--- config.mk ---
export PLATFORM = sky130hd
export DESIGN_NAME = bcd4digit_ctrl_flat
export DESIGN_NICKNAME = d
export VERILOG_FILES = /design/src/rtl/bcd4digit_ctrl_if.sv /design/src/rtl/bcd4digit_ctrl.sv /design/src/flat_wrapper.sv
export SDC_FILE = /design/constraint.sdc
export NUM_CORES = 1
export LEC_CHECK = 0
export CELL_PAD_IN_SITES_DETAIL_PLACEMENT = 1
export CELL_PAD_IN_SITES_GLOBAL_PLACEMENT = 1
export CORE_ASPECT_RATIO = 0.5
export CORE_MARGIN = 2
export CORE_UTILIZATION = 39
export CTS_BUF_LIST = sky130_fd_sc_hd__clkbuf_8
export CTS_CLUSTER_SIZE = 24
export DETAILED_ROUTE_END_ITERATION = 8
export DONT_BUFFER_PORTS = 1
export HOLD_SLACK_MARGIN = 0.03
export PLACE_DENSITY_LB_ADDON = 0.1
export SLEW_MARGIN = 25
export SYNTH_ARGS = -nofsm -noshare
export SYNTH_HDL_FRONTEND = slang
export SYNTH_SLANG_ARGS = --single-unit
--- constraint.sdc ---
create_clock -name clk -period 2.9 [get_ports clk]
set_clock_uncertainty 0.1 [all_clocks]
set_input_delay 0.725 -clock clk [delete_from_list [all_inputs] [get_ports clk]]
set_output_delay 0.725 -clock clk [all_outputs]
set_load 0.02 [all_outputs]
--- src/rtl/bcd4digit_ctrl_if.sv ---
// Handshake bundle between the BCD conversion sequencer and its environment.
// Signal prefixes are from the sequencer's point of view: i_ into it, o_ out of it.
interface bcd4digit_ctrl_if;
  logic        i_start;
  logic [13:0] i_value;
  logic        i_dp_done;
  logic        i_dp_carry;
  logic [13:0] o_dp_value;
  logic        o_load_value;
  logic        o_divide;
  logic        o_load_quotient;
  logic        o_busy;
  logic        o_conv_done;
  logic        o_err;

  modport master (
    output i_start, i_value, i_dp_done, i_dp_carry,
    input  o_dp_value, o_load_value, o_divide, o_load_quotient, o_busy, o_conv_done, o_err
  );

  modport slave (
    input  i_start, i_value, i_dp_done, i_dp_carry,
    output o_dp_value, o_load_value, o_divide, o_load_quotient, o_busy, o_conv_done, o_err
  );
endinterface

--- src/rtl/bcd4digit_ctrl.sv ---
// bcd4digit_ctrl: sequencer for the repeated-subtraction divide-by-10 binary-to-BCD datapath.
// Optional macro AUTO_REFRESH_EN: self-triggered conversion every REFRESH_PERIOD idle cycles.
module bcd4digit_ctrl #(
  parameter int MAX_VALUE      = 9999,
  parameter int TIMEOUT        = 2047,
  parameter int TO_W           = 11,
  parameter int REFRESH_PERIOD = 50000,
  parameter int RF_W           = 16
) (
  input  logic             clk,
  input  logic             rst_n,
  bcd4digit_ctrl_if.slave  bus
);
  localparam logic [1:0] IDLE = 2'd0;
  localparam logic [1:0] LOAD = 2'd1;
  localparam logic [1:0] RUN  = 2'd2;
  localparam logic [1:0] FIN  = 2'd3;

  if (TO_W < $clog2(TIMEOUT + 1)) begin : g_to_w_check
    $error("TO_W too narrow for TIMEOUT");
  end
  if (RF_W < $clog2(REFRESH_PERIOD + 1)) begin : g_rf_w_check
    $error("RF_W too narrow for REFRESH_PERIOD");
  end

  logic [1:0]      r_state;
  logic [1:0]      w_state_next;
  logic [13:0]     r_dp_value;
  logic            r_err;
  logic [TO_W-1:0] r_to_cnt;
  logic            w_req;
  logic            w_over;
  logic            w_accept;
  logic            w_err_set;
  logic            w_load_value;
  logic            w_divide;
  logic            w_load_quot;

`ifdef AUTO_REFRESH_EN
  logic [RF_W-1:0] r_rf_cnt;
  logic            w_rf_tick;

  assign w_rf_tick = (r_state == IDLE) && (r_rf_cnt == RF_W'(REFRESH_PERIOD - 1));
  assign w_req     = bus.i_start | w_rf_tick;

  // Free-runs only while idle; any request (external or its own tick) restarts the period.
  always_ff @(posedge clk or negedge rst_n) begin
    if (!rst_n) begin
      r_rf_cnt <= '0;
    end else if (r_state != IDLE || bus.i_start || w_rf_tick) begin
      r_rf_cnt <= '0;
    end else begin
      r_rf_cnt <= r_rf_cnt + RF_W'(1);
    end
  end
`else
  assign w_req = bus.i_start;
`endif

  assign w_over   = bus.i_value > 14'(MAX_VALUE);
  assign w_accept = (r_state == IDLE) && w_req && !w_over;

  always_comb begin
    w_state_next = r_state;
    w_err_set    = 1'b0;
    w_load_value = 1'b0;
    w_divide     = 1'b0;
    w_load_quot  = 1'b0;
    case (r_state)
      IDLE: begin
        if (w_req) begin
          if (w_over) w_err_set = 1'b1;
          else        w_state_next = LOAD;
        end
      end
      LOAD: begin
        w_load_value = 1'b1;
        w_state_next = RUN;
      end
      RUN: begin
        // Timeout wins over everything so a stuck datapath can never hold us in RUN.
        if (r_to_cnt == TO_W'(TIMEOUT)) begin
          w_err_set    = 1'b1;
          w_state_next = FIN;
        end else if (bus.i_dp_carry) begin
          w_load_quot = 1'b1;
          if (bus.i_dp_done) w_state_next = FIN;
        end else if (bus.i_dp_done) begin
          w_err_set    = 1'b1;
          w_state_next = FIN;
        end else begin
          w_divide = 1'b1;
        end
      end
      default: w_state_next = IDLE;
    endcase
  end

  always_ff @(posedge clk or negedge rst_n) begin
    if (!rst_n) begin
      r_state    <= IDLE;
      r_dp_value <= '0;
      r_err      <= 1'b0;
      r_to_cnt   <= '0;
    end else begin
      r_state <= w_state_next;
      if (w_accept) r_dp_value <= bus.i_value;
      if (w_accept)       r_err <= 1'b0;
      else if (w_err_set) r_err <= 1'b1;
      if (r_state == RUN) r_to_cnt <= r_to_cnt + TO_W'(1);
      else                r_to_cnt <= '0;
    end
  end

  assign bus.o_dp_value      = r_dp_value;
  assign bus.o_load_value    = w_load_value;
  assign bus.o_divide        = w_divide;
  assign bus.o_load_quotient = w_load_quot;
  assign bus.o_busy          = (r_state == LOAD) || (r_state == RUN);
  assign bus.o_conv_done     = (r_state == FIN);
  assign bus.o_err           = r_err;
endmodule

--- src/flat_wrapper.sv ---
// flat-port wrapper written by rule: the top's interface ports become plain ports
module bcd4digit_ctrl_flat 
#(
  parameter int MAX_VALUE      = 9999,
  parameter int TIMEOUT        = 2047,
  parameter int TO_W           = 11,
  parameter int REFRESH_PERIOD = 50000,
  parameter int RF_W           = 16
)
  (clk, rst_n, bus_i_start, bus_i_value, bus_i_dp_done, bus_i_dp_carry, bus_o_dp_value, bus_o_load_value, bus_o_divide, bus_o_load_quotient, bus_o_busy, bus_o_conv_done, bus_o_err);
  bcd4digit_ctrl_if bus_i ();
  input  logic clk;
  input  logic rst_n;
  input wire logic [$bits(bus_i.i_start)-1:0] bus_i_start;
  input wire logic [$bits(bus_i.i_value)-1:0] bus_i_value;
  input wire logic [$bits(bus_i.i_dp_done)-1:0] bus_i_dp_done;
  input wire logic [$bits(bus_i.i_dp_carry)-1:0] bus_i_dp_carry;
  output wire logic [$bits(bus_i.o_dp_value)-1:0] bus_o_dp_value;
  output wire logic [$bits(bus_i.o_load_value)-1:0] bus_o_load_value;
  output wire logic [$bits(bus_i.o_divide)-1:0] bus_o_divide;
  output wire logic [$bits(bus_i.o_load_quotient)-1:0] bus_o_load_quotient;
  output wire logic [$bits(bus_i.o_busy)-1:0] bus_o_busy;
  output wire logic [$bits(bus_i.o_conv_done)-1:0] bus_o_conv_done;
  output wire logic [$bits(bus_i.o_err)-1:0] bus_o_err;
  assign bus_i.i_start = bus_i_start;
  assign bus_i.i_value = bus_i_value;
  assign bus_i.i_dp_done = bus_i_dp_done;
  assign bus_i.i_dp_carry = bus_i_dp_carry;
  assign bus_o_dp_value = bus_i.o_dp_value;
  assign bus_o_load_value = bus_i.o_load_value;
  assign bus_o_divide = bus_i.o_divide;
  assign bus_o_load_quotient = bus_i.o_load_quotient;
  assign bus_o_busy = bus_i.o_busy;
  assign bus_o_conv_done = bus_i.o_conv_done;
  assign bus_o_err = bus_i.o_err;
  bcd4digit_ctrl #(.MAX_VALUE(MAX_VALUE), .TIMEOUT(TIMEOUT), .TO_W(TO_W), .REFRESH_PERIOD(REFRESH_PERIOD), .RF_W(RF_W)) u_core (.clk(clk), .rst_n(rst_n), .bus(bus_i));
endmodule
==> results.yml <==
# synthesis and place-and-route metrics
detailed_routing:
  detail_route.iter0.violations: 12
  detail-route-antenna-nets: 0
  wl_per_cell_um: 15.8
  post_drt_via_cell_ratio: 5.24
  postRouteWirelength_um: 2470
  number_of_detailed_route_iterations_in_the_first_pass: 3
  detailroute.via_count: 817
  drc_violations_left: 0
logic_synthesis:
  synth.area.top_cells: "sky130_fd_sc_hd__dfrtp_1, sky130_fd_sc_hd__mux2_4, sky130_fd_sc_hd__and2_1"
  syn-cell-area_um2: 1350
  synth_nets: 134
  synth_area_per_inst_um2: 12.3
  flop_cell: "sky130_fd_sc_hd__dfrtp_1"
  postSynthRegisterBits: 28
  synth_cell_type_count: 31
  netlist_instances: 110
  netlist.top_cell.by_instances: "sky130_fd_sc_hd__dfrtp_1"
  cell_accounting_for_the_most_synthesized_area: "sky130_fd_sc_hd__dfrtp_1"
  edf_count: 0
  synth_stat.cells: 110
  seq_area_frac_synth: 0.519
  yosys_area_um2: 1350
  ys.warnings.count: 0
  top_area_frac: 0.519
  synthTopCellsByCount: "sky130_fd_sc_hd__dfrtp_1, sky130_fd_sc_hd__and2_1, sky130_fd_sc_hd__mux2_4, sky130_fd_sc_hd__nand2_1, sky130_fd_sc_hd__xnor2_1"
  asr_flop_ratio_synth: 1.00
setup_path:
  cp_data_required_time_ns: 2.08
  path_class: "reg2out"
  path_cells: "ha_1 -> nand2_1 -> nor4_2 -> nor3_1 -> buf_4"
  critical_path_peak_fanout: 5
  slowest_stage: "sky130_fd_sc_hd__nor4_2"
  critical_path.endpoint_type: "output port"
  peak_per_stage_delay_on_the_critical_path_ns: 0.43
  arrival_time_of_data_at_the_critical_path_endpoint_ns: 1.70
  timing.critical_path.from_type: "flop"
final_layout:
  nets: 139
  seqAreaFraction: 0.472
  drive_above_1_share: 0.193
  final.signal_inverter_count: 4
  mostFrequentLayoutCell: "sky130_fd_sc_hd__dfrtp_1"
  utilization_of_the_core_after_routing: 0.440
  layout_top_cells_excl_fill_tap: "sky130_fd_sc_hd__dfrtp_1, sky130_fd_sc_hd__and2_1, sky130_fd_sc_hd__mux2_4"
  layout.cells.largest_class: "flip-flops and latches"
  area_occupied_by_multi_input_gates_um2: 618
  num-multi-input-gates: 76
  clk_share: 0.0480
  clock_buffers: 3
  fillers: 350
  sequential_cell_area_um2: 701
  antenna_cells_inserted: 0
  flops: 28
  final-nonclk-buf-share: 0.0185
  area_growth_syn_to_layout_pct: 10.1
pwr:
  power_per_cell_area_nw_per_um2: 985
  vdd.ir_drop.worst_uv: 455
  power.leakage_nw: 0.654
  design_power_total_mw: 1.46
cts:
  cts-resized-gates: 0
  clock_tree.root_cell: "sky130_fd_sc_hd__clkbuf_8"
  cts_buffers: 3
  cts_max_level: 1
  postCtsSetupBuffers: 0
  worst_skew_pair.late_latency_ns: 0.27
  cts.sink_count: 28
  max-clock-path-buffers: 2
  clk_transition_reported_paths_ns: 0.10
  postCtsHoldBufs: 1
  tritoncts: "built"
global_routing:
  overflow_left_after_global_routing: 0
  grt_pass1_wl_um: 4220
  number_of_antenna_violations_at_the_first_check_in_global_routing: 0
  grt.total_usage: 0.140
  largest_net_degree_at_the_start_of_global_routing: 29
  grt_pass1_vias: 872
floorplanning:
  effective_utilization_at_floorplan: 0.399
  design.core.area_um2: 3380
  chipArea_um2: 3970
  site_rows: 15
  tap_cells: 42
sta:
  timing_worst_slew_pin_value_ns: 0.578
  grt_setup_unrepaired: "false"
  f_max_ghz: 0.395
  slew-limit-headroom: 0.614
  period_utilization: 0.872
  finalWorstPathRequiredPeriod_ns: 2.53
  report.final.slew_viol_count: 0
  finalSetupTns_ns: 0
  setup_viol: 0
  timing.hold.ws_ns: 0.157
  timing_hold_violations_final: 0
flow_run:
  max_cap_viol_count: 0
  openroad.warnings: 29
place:
  dp_cells: 151
  post-dp-hpwl_um: 1870
  routabilityCongestion: 0.765
  placed_area_um2: 1390
  dp_worst_setup_slack_ns: 0.429
status:
  status: "finished, final reports clean"
hold_path:
  min-delay-path-class: "in2async"
-- worst paths after layout --
check / slack [ns] / to / startpoint / cells after the start
hold / removal: 0.16 / u_core.bus.o_dp_value[10] / rst_n / 1
setup / recovery: 0.37 / bus_o_divide / u_core.r_to_cnt[0] / 5
min in group clk: 0.36 / u_core.r_to_cnt[0] / u_core.r_to_cnt[0] / 1
max in group asynchronous: 2.39 / u_core.r_state[1] / rst_n / 1
setup reg to reg: 0.92 / u_core.bus.o_dp_value[1] / u_core.r_state[0] / 5
hold reg to reg: 0.36 / u_core.r_to_cnt[0] / u_core.r_to_cnt[0] / 1
-- state kept, by name (all words and copies together) (netlist names) --
signal	flops
u_core.bus.o_dp_value	14
u_core.r_to_cnt	11
u_core.r_state	2
u_core.bus.o_err	1
-- routing by layer --
layer  vias up  routed length [um]  track usage
met3         0                 183       0.0634
met2        22                1180        0.238
met1       410                1110        0.176
li1        385                   -            -
met4         0                   0      0.00923
met5         -                   0            0
-- power breakdown --
part | internal, mW | switching, mW | total, mW
sequential | 0.523 | 0.232 | 0.755
clock | 0.185 | 0.122 | 0.306
combinational | 0.210 | 0.191 | 0.401
total | 0.918 | 0.544 | 1.46
-- worst max-delay path: cells and delay by family, from the launching register on --
kind | cells | cell delay, ns
adder cells (fa/ha/maj) | 1 | 0.21
buffers and inverters | 1 | 0.17
flip-flops | 1 | 0.38
AND/OR/NAND/NOR | 3 | 0.67
-- cells by family (layout without fill, tap and decap cells) --
group / Yosys count / after routing / synth area share
mux: 14 / 14 / 0.139
fa+ha+maj: 5 / 5 / 0.0464
flops: 28 / 28 / 0.519
xor+xnor: 8 / 8 / 0.0520
compound gates: 12 / 12 / 0.0621
simple gates: 37 / 37 / 0.159
buf+inv: 6 / 10 / 0.0223
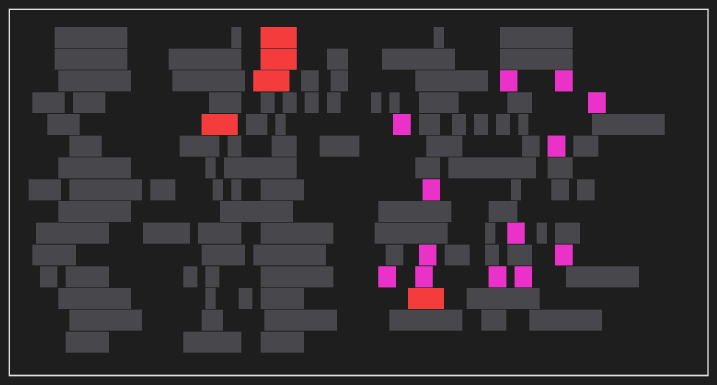
*Gate families picked out*
(8 px per um)
Key: adder and majority cells = red [cells 5, most used ha_1]; AND and OR gates = magenta [cells 13, most used and2_1]
non-filler cells in the finished layout: 156
combinational share of cell area: 0.416

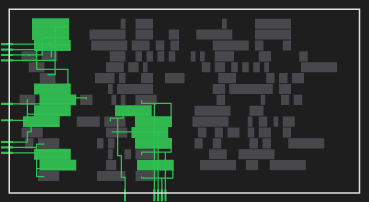
*Nets reached from selected ports*
(4 px per um)
Key: `bus_o_dp_value` = green [bits 14, direction output, end cells 14, buffers 0, wire 311 um]
number of I/O pins: 39
count of port buffers added during placement: 0

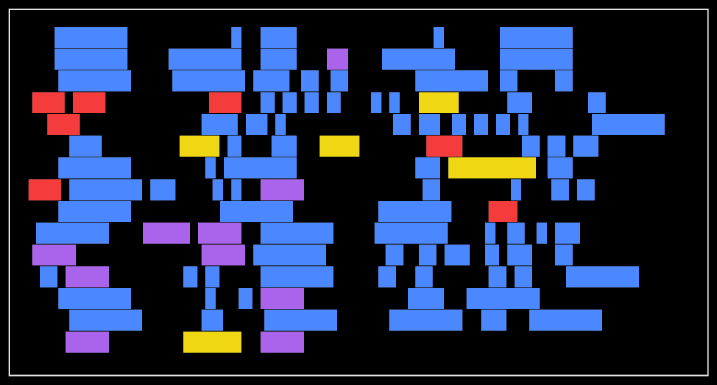
*Cell sizes after repair*
(8 px per um)
Key: drive 6 and up = yellow [cells 5, share 4.4%]; drive 1 or less = blue [cells 92, share 81%]; drive 2 = red [cells 7, share 6.1%]; drive 3 to 4 = purple [cells 10, share 8.8%]
buffers outside the clock class: 2
final setup slack of the worst path: 0.371 ns
final cell area excluding filler cells: 1490 um2

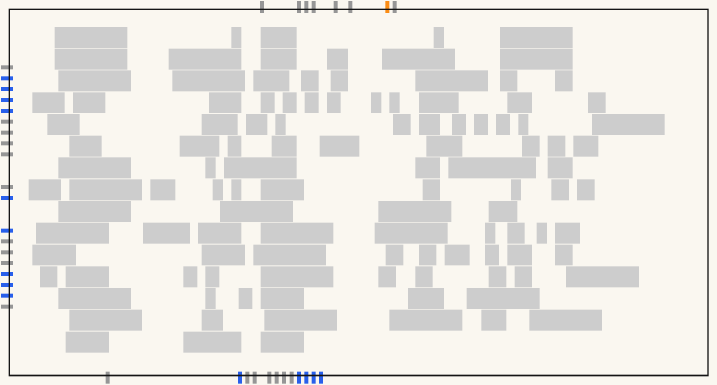
*Ports around the boundary*
(8 px per um) Pins as bars across the die edge, other pins in gray.
Key: `bus_i_dp_carry` = orange [pins 1, direction input, edge top]; `bus_o_dp_value` = blue [pins 14, direction output, edge 9 left, 5 bottom]
All pins by edge: 19 left, 12 bottom, 8 top.
height of the die: 45.6 um
x dimension of the die: 87.2 um

No activity file was given, so power comes from the tool's default toggle rates.
